<file path="config.mk">
export PLATFORM = sky130hd
export DESIGN_NAME = matrix_keypad_scanner
export DESIGN_NICKNAME = d
export VERILOG_FILES = /design/src/rtl/keypad_pkg.sv /design/src/rtl/key_debounce.sv /design/src/rtl/matrix_keypad_scanner.sv
export SDC_FILE = /design/constraint.sdc
export NUM_CORES = 1
export LEC_CHECK = 0
export ABC_CLOCK_PERIOD_IN_PS = 3650
export CAP_MARGIN = 20
export CORE_MARGIN = 1
export CORE_UTILIZATION = 40
export CTS_CLUSTER_SIZE = 28
export DETAILED_ROUTE_END_ITERATION = 10
export DONT_BUFFER_PORTS = 1
export PLACE_DENSITY = 0.58
export SLEW_MARGIN = 30
export SYNTH_ARGS = -nofsm -noshare
export SYNTH_HDL_FRONTEND = slang
export SYNTH_SLANG_ARGS = --single-unit
export TNS_END_PERCENT = 10
</file>
<file path="constraint.sdc">
create_clock -name clk -period 3.65 [get_ports clk]
set_input_delay 0.73 -clock clk [delete_from_list [all_inputs] [get_ports clk]]
set_output_delay 0.73 -clock clk [all_outputs]
set_load 0.005 [all_outputs]
</file>
<file path="src/rtl/keypad_pkg.sv">
// Shared helpers for the keypad scanner: key numbering and width sizing.
package keypad_pkg;

  // Bit width able to hold 0..n-1, never narrower than one bit.
  function automatic int width_of(input int n);
    return (n > 1) ? $clog2(n) : 1;
  endfunction

  function automatic int key_index(input int row, input int col, input int cols);
    return row * cols + col;
  endfunction

endpackage

</file>
<file path="src/rtl/key_debounce.sv">
// Single-key debouncer: the stable state flips after DEBOUNCE consecutive
// differing samples; rise flags the sampling cycle that accepts a press.
module key_debounce
  import keypad_pkg::*;
#(
  parameter int DEBOUNCE = 4
) (
  input  logic clk,
  input  logic rst,
  input  logic sample_en,
  input  logic raw,
  output logic stable,
  output logic rise
);

  localparam int CW = width_of(DEBOUNCE + 1);
  localparam logic [CW-1:0] LAST = CW'(DEBOUNCE - 1);

  logic          stable_reg;
  logic [CW-1:0] cnt_reg;
  logic          flip;

  assign flip = sample_en && (raw != stable_reg) && (cnt_reg == LAST);

  always_ff @(posedge clk or posedge rst) begin
    if (rst) begin
      stable_reg <= 1'b0;
      cnt_reg    <= '0;
    end else if (sample_en) begin
      if (raw == stable_reg) begin
        cnt_reg <= '0;
      end else if (cnt_reg == LAST) begin
        stable_reg <= ~stable_reg;
        cnt_reg    <= '0;
      end else begin
        cnt_reg <= cnt_reg + 1'b1;
      end
    end
  end

  // Combinational so the pending bit is set on the same edge as the stable bit.
  assign rise   = flip && raw;
  assign stable = stable_reg;

endmodule

</file>
<file path="src/rtl/matrix_keypad_scanner.sv">
// Column-strobed keypad scanner with per-key debounce, a lowest-index-first
// press event arbiter and a debounced LED mirror of the key map.
module matrix_keypad_scanner
  import keypad_pkg::*;
#(
  parameter  int ROWS     = 4,
  parameter  int COLS     = 4,
  parameter  int SCAN_DIV = 1000,
  parameter  int DEBOUNCE = 4,
  localparam int KEYS     = ROWS * COLS,
  localparam int KW       = width_of(KEYS)
) (
  input  logic            clk,
  input  logic            rst,
  input  logic [ROWS-1:0] rows,
  output logic [COLS-1:0] cols,
  output logic            key_valid,
  output logic [KW-1:0]   key_code,
  output logic            key_held,
  output logic [KEYS-1:0] leds
);

  localparam int DW  = width_of(SCAN_DIV);
  localparam int CLW = width_of(COLS);

  logic [ROWS-1:0] rows_meta_reg;
  logic [ROWS-1:0] rows_sync_reg;
  logic [DW-1:0]   div_reg;
  logic [CLW-1:0]  col_reg;
  logic            sample_en;

  logic [KEYS-1:0] stable;
  logic [KEYS-1:0] rise;
  logic [KEYS-1:0] grant;
  logic [KEYS-1:0] pending_reg;
  logic [KEYS-1:0] pending_next;
  logic            key_valid_reg;
  logic            key_valid_next;
  logic [KW-1:0]   key_code_reg;
  logic [KW-1:0]   key_code_next;

  assign sample_en = (div_reg == DW'(SCAN_DIV - 1));

  always_ff @(posedge clk or posedge rst) begin
    if (rst) begin
      rows_meta_reg <= '0;
      rows_sync_reg <= '0;
      div_reg       <= '0;
      col_reg       <= '0;
    end else begin
      rows_meta_reg <= rows;
      rows_sync_reg <= rows_meta_reg;
      if (sample_en) begin
        div_reg <= '0;
        col_reg <= (col_reg == CLW'(COLS - 1)) ? '0 : col_reg + 1'b1;
      end else begin
        div_reg <= div_reg + 1'b1;
      end
    end
  end

  assign cols = COLS'(1) << col_reg;

  genvar gi, gj;
  generate
    for (gi = 0; gi < ROWS; gi++) begin : g_row
      for (gj = 0; gj < COLS; gj++) begin : g_col
        localparam int K = key_index(gi, gj, COLS);
        key_debounce #(
          .DEBOUNCE(DEBOUNCE)
        ) u_deb (
          .clk      (clk),
          .rst      (rst),
          .sample_en(sample_en && (col_reg == CLW'(gj))),
          .raw      (rows_sync_reg[gi]),
          .stable   (stable[K]),
          .rise     (rise[K])
        );
      end
    end
  endgenerate

  // Descending scan leaves the lowest set pending bit as the winner.
  always_comb begin
    key_valid_next = 1'b0;
    key_code_next  = '0;
    grant          = '0;
    for (int i = KEYS - 1; i >= 0; i--) begin
      if (pending_reg[i]) begin
        key_valid_next = 1'b1;
        key_code_next  = KW'(i);
        grant          = '0;
        grant[i]       = 1'b1;
      end
    end
    pending_next = (pending_reg & ~grant) | rise;
  end

  always_ff @(posedge clk or posedge rst) begin
    if (rst) begin
      pending_reg   <= '0;
      key_valid_reg <= 1'b0;
      key_code_reg  <= '0;
    end else begin
      pending_reg   <= pending_next;
      key_valid_reg <= key_valid_next;
      key_code_reg  <= key_code_next;
    end
  end

  assign key_valid = key_valid_reg;
  assign key_code  = key_code_reg;
  assign leds      = stable;
  assign key_held  = |stable;

endmodule

</file>
**Run 1: the metal 2 layer**

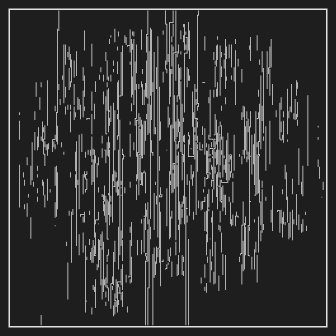
The layer holds 47% of the routed length. The layer carries 4860 um of wire. The wires run mostly vertical. 407 nets have wire on it. The longest straight run is 72.8 um.

**Run 1: signal metal coverage by tile**

Scale bar: 20 um. 23 x 23 tiles, from black (low) to pale yellow (high), scaled to the fullest tile. Values are wire area over tile area, all layers added.
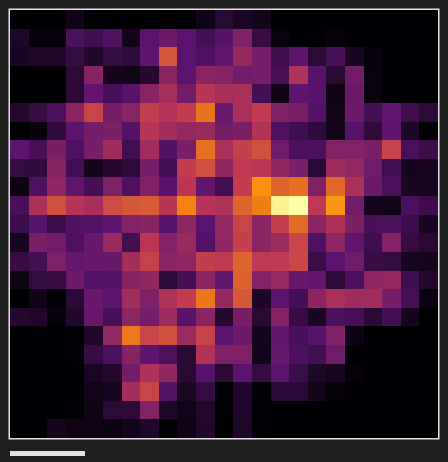
The densest ninth of the die: center. The fullest tile reaches 0.57. The emptiest ninth of the die: south-east. 22% of the tiles are nearly empty.

**Run 1: local utilization**

Scale bar: 20 um. 11 x 11 tiles, from black (low) to pale yellow (high), 0 to 100% covered.
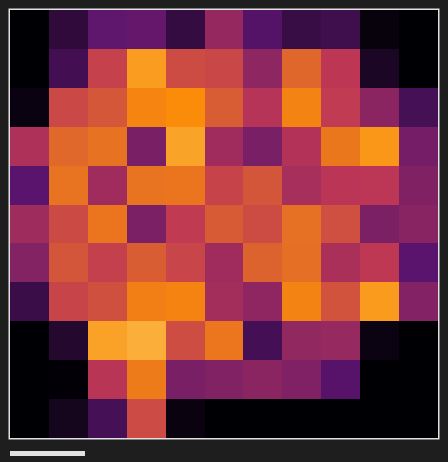
14% of the tiles are nearly empty. The mean over all tiles is 40%. The densest ninth of the die: center. The fullest tile reaches 83%. The emptiest ninth of the die: south-east. 5.0% of the tiles are over 75% full.
total core area: 12200 sq um
Init Core Util: 0.416
fin util: 0.443

**Run 1: signal wires on met1**

Scale bar: 20 um.
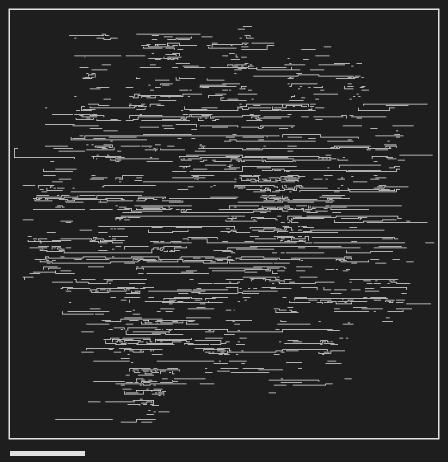
The longest straight run is 52.0 um. The wires run mostly horizontal. 454 nets have wire on it. The layer holds 46% of the routed length. The layer carries 4760 um of wire.

==> results.json, run 1 <==
{
  "combGateArea_sq_um": 2180,
  "finish.net_count": 486,
  "slowest_stage_cell_on_the_critical_path": "dfrtp_1",
  "fin_tns_setup_ps": 0,
  "worstPathCellList": "ha_1 > and4b_1 > and3_1 > buf_4 > nand3_1 > mux2_2",
  "synth-compound-area-share": 0.112,
  "timing.critical_path.slowest_cell_delay_ps": 390,
  "globalRouteTotalUtil": 0.176,
  "setup_violations": 0,
  "reg2reg_from": "div_reg[0]",
  "flop_latch_power_uw": 1180,
  "grt_antenna_before_repair": 0,
  "synthesis.area_sq_um": 5060,
  "worstReg2RegEnd": "g_row[3].g_col[0].u_deb.stable",
  "numPortBuffers": 0,
  "grtUsageMet2": 0.284,
  "tightestPinTransition_ps": 718,
  "largest_reg_flops": 48,
  "ys_dominant_reg_cell": "dfrtp_1",
  "worstHoldEndpoint": "rows_sync_reg[1]",
  "design.portCount": 32,
  "post_synth_and_or_nand_nor_area_fraction": 0.190,
  "yosysTopAreaCell": "dfrtp_1",
  "residual_drc_count": 0,
  "worst_slack_ps": 1360,
  "routed-wl-met2_um": 4860,
  "area_share_clock_buf_inv": 0.0569,
  "buffers": 3,
  "row_count": 40,
  "netlist_instances": 476,
  "post_cts_setup_buffer_count": 0,
  "place_ws_ps": 1390,
  "ff_count": 105,
  "yosys.cell_types.count": 44,
  "worst-r2r-setup-slack_ps": 1360,
  "seqAreaFraction": 0.488,
  "finalHoldWorstSlack_ps": 349,
  "die_w_um": 114,
  "gp_congestion": 0.911,
  "cp.arrival_ps": 2520,
  "cell_pwr_density_nw_per_um2": 412,
  "cts_buffer_depth": 2,
  "top_logic_kind": "simple AND/OR/NAND/NOR gates",
  "hold_path_startpoint": "rows_meta_reg[1]",
  "synthDominantCellAreaShare": 0.520,
  "clock_tree_from_tritoncts": "done",
  "crit_end": "g_row[3].g_col[0].u_deb.stable",
  "route.met3.wl_um": 567,
  "route.vias.total": 3299,
  "met1Wirelength_um": 4760,
  "drtAntennaViolNets": 0,
  "yosysCellCount": 476,
  "post_synth_mux_area_share": 0.0393,
  "yosys_area_sq_um": 5060,
  "placed_area_sq_um": 5080,
  "final_min_period_over_clock_period": 0.627,
  "numPlacedInstances": 616,
  "clock_sink_count": 105,
  "crit_required_ps": 3880,
  "yosys_warnings": 0,
  "grtUsageMet3": 0.0566,
  "clkSlewWorstSetupHoldPaths_ps": 70,
  "timing_max_transition_violations_final": 0,
  "p_total_uw": 2220,
  "synth_adder_area_share": 0.0520,
  "status": "finished, final reports clean",
  "layout_top_cells_excl_fill_tap": "dfrtp_1, nand2_1, o21ai_0, nor2_1, nand2b_1",
  "multi_input_comb_cells": 331,
  "area.sequential_sq_um": 2630,
  "internal_power_uw": 1740,
  "netlist_top_cells_count": "dfrtp_1, nand2_1, o21ai_0, nor2_1, nand2b_1",
  "top_contributor_to_total_power": "sequential cells",
  "worst-path-buf-inv": 1,
  "first_global_vias": 3224,
  "antenna_cells": 0,
  "p_switching_uw": 482,
  "area_delta_synth_final_pct": 6.48,
  "layout.filler_cells": 1134,
  "critPathLaunchType": "flip-flop",
  "dr.first_iter.drc_count": 141
}
## Run 2: what changed since run 1
--- a/config.mk
+++ b/config.mk
@@ -5,14 +5,14 @@
 export SDC_FILE = /design/constraint.sdc
 export NUM_CORES = 1
 export LEC_CHECK = 0
-export ABC_CLOCK_PERIOD_IN_PS = 3650
+export ABC_CLOCK_PERIOD_IN_PS = 2200
 export CAP_MARGIN = 20
 export CORE_MARGIN = 1
 export CORE_UTILIZATION = 40
 export CTS_CLUSTER_SIZE = 28
 export DETAILED_ROUTE_END_ITERATION = 10
 export DONT_BUFFER_PORTS = 1
-export PLACE_DENSITY = 0.58
+export PLACE_DENSITY = 0.56
 export SLEW_MARGIN = 30
 export SYNTH_ARGS = -nofsm -noshare
 export SYNTH_HDL_FRONTEND = slang
==> constraint.sdc (replaced) <==
create_clock -name clk -period 2.2 [get_ports clk]
set_input_delay 0.44 -clock clk [delete_from_list [all_inputs] [get_ports clk]]
set_output_delay 0.44 -clock clk [all_outputs]
set_load 0.005 [all_outputs]
**Run 2: signal metal coverage by tile**

Scale bar: 20 um. 23 x 23 tiles, from black (low) to pale yellow (high), scaled to the fullest tile. Values are wire area over tile area, all layers added.
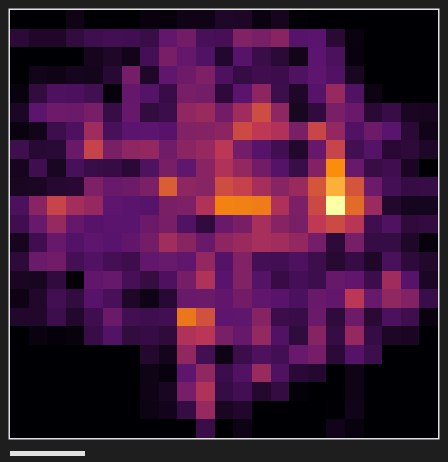
total vias in the final route: 3364
average detailed-routed wire length per instance: 16.2 um
total wire length after detailed routing: 10400 um
total routing resource utilization after global routing: 0.179

**Run 2: the metal 2 layer**

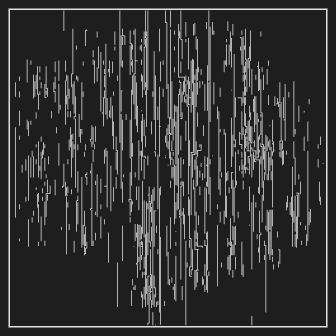
The longest straight run is 47.7 um. The layer carries 4850 um of wire.

==> results.json, run 2 <==
{
  "layout.filler_cells": 1133,
  "synthDominantCellAreaShare": 0.520,
  "grt_antenna_before_repair": 0,
  "place_ws_ps": 120,
  "layout_top_cells_excl_fill_tap": "dfrtp_1, nand2_1, o21ai_0, nor2_1, nand2b_1",
  "yosysTopAreaCell": "dfrtp_1",
  "grtUsageMet3": 0.0577,
  "criticalPathCategory": "flip-flop to flip-flop",
  "multi_input_comb_cells": 331,
  "worst_slack_ps": 242,
  "clock_tree_from_tritoncts": "done",
  "area_delta_synth_final_pct": 9.58,
  "floorplan.tapcells": 168,
  "rsz0062_at_grt": "no",
  "p_switching_uw": 773,
  "synthesis.area_sq_um": 5060,
  "synth-compound-area-share": 0.112,
  "met1Wirelength_um": 4770,
  "area.sequential_sq_um": 2630,
  "internal_power_uw": 3100,
  "row_count": 40,
  "worstReg2RegEnd": "g_row[1].g_col[2].u_deb.cnt_reg[0]",
  "initial_core_util": 0.416,
  "maxUsedRoutingLayer": "met4",
  "yosys_warnings": 0,
  "netlist_instances": 476,
  "yosys.cell_types.count": 44,
  "design.portCount": 32,
  "worst-path-buf-inv": 0,
  "ys_dominant_reg_cell": "dfrtp_1",
  "ff_count": 105,
  "grt_start_max_net_pins": 34,
  "numPlacedInstances": 627,
  "die_w_um": 114,
  "cp.arrival_ps": 2250,
  "first_global_vias": 3368,
  "chip_area_sq_um": 13100,
  "timing_max_transition_violations_final": 0,
  "area_share_clock_buf_inv": 0.0623,
  "top_logic_kind": "simple AND/OR/NAND/NOR gates",
  "setup_violations": 0,
  "reg2reg_from": "div_reg[0]",
  "worst-r2r-setup-slack_ps": 240,
  "critPathLaunchType": "flip-flop",
  "finish.net_count": 497,
  "flop_latch_power_uw": 1960,
  "route.met3.wl_um": 628,
  "crit_required_ps": 2500,
  "routed-wl-met2_um": 4850,
  "place.detailed.hpwl_um": 7610,
  "numPortBuffers": 0,
  "worstPathCellList": "ha_1 > and4b_1 > nand4_2 > nor4_1 > a21o_1",
  "utilization": 0.456,
  "placed_area_sq_um": 5190,
  "largest_reg_flops": 48,
  "residual_drc_count": 0,
  "timing.critical_path.slowest_cell_delay_ps": 430,
  "tightestPinTransition_ps": 603,
  "grtUsageMet1": 0.238,
  "power.share.clock": 0.474,
  "seqAreaFraction": 0.474,
  "clkSlewWorstSetupHoldPaths_ps": 70,
  "post_synth_and_or_nand_nor_area_fraction": 0.190,
  "netlist_top_cells_count": "dfrtp_1, nand2_1, o21ai_0, nor2_1, nand2b_1",
  "fin_tns_setup_ps": 0,
  "yosysCellCount": 476,
  "drtAntennaViolNets": 0,
  "combGateArea_sq_um": 2190,
  "hold_viol": 0,
  "antenna_cells": 0,
  "yosys_area_sq_um": 5060,
  "grtUsageMet2": 0.276,
  "status": "finished, final reports clean",
  "cts_buffer_depth": 2,
  "slowest_stage_cell_on_the_critical_path": "nand4_2",
  "finalHoldWorstSlack_ps": 23.9,
  "synth_adder_area_share": 0.0520,
  "clock_sink_count": 105,
  "post_synth_mux_area_share": 0.0393,
  "core_sq_um": 12200
}
**Run 2: signal wires on met1**

Scale bar: 20 um.
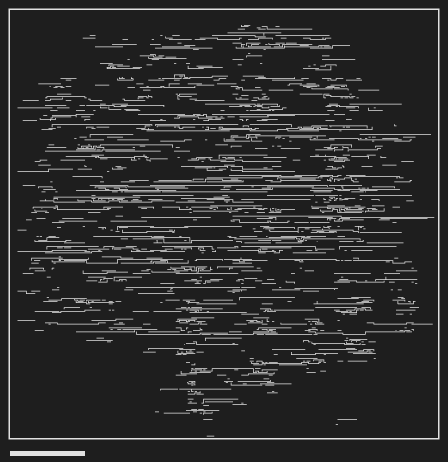
The wires run mostly horizontal. The layer holds 46% of the routed length. The longest straight run is 47.4 um. 468 nets have wire on it.

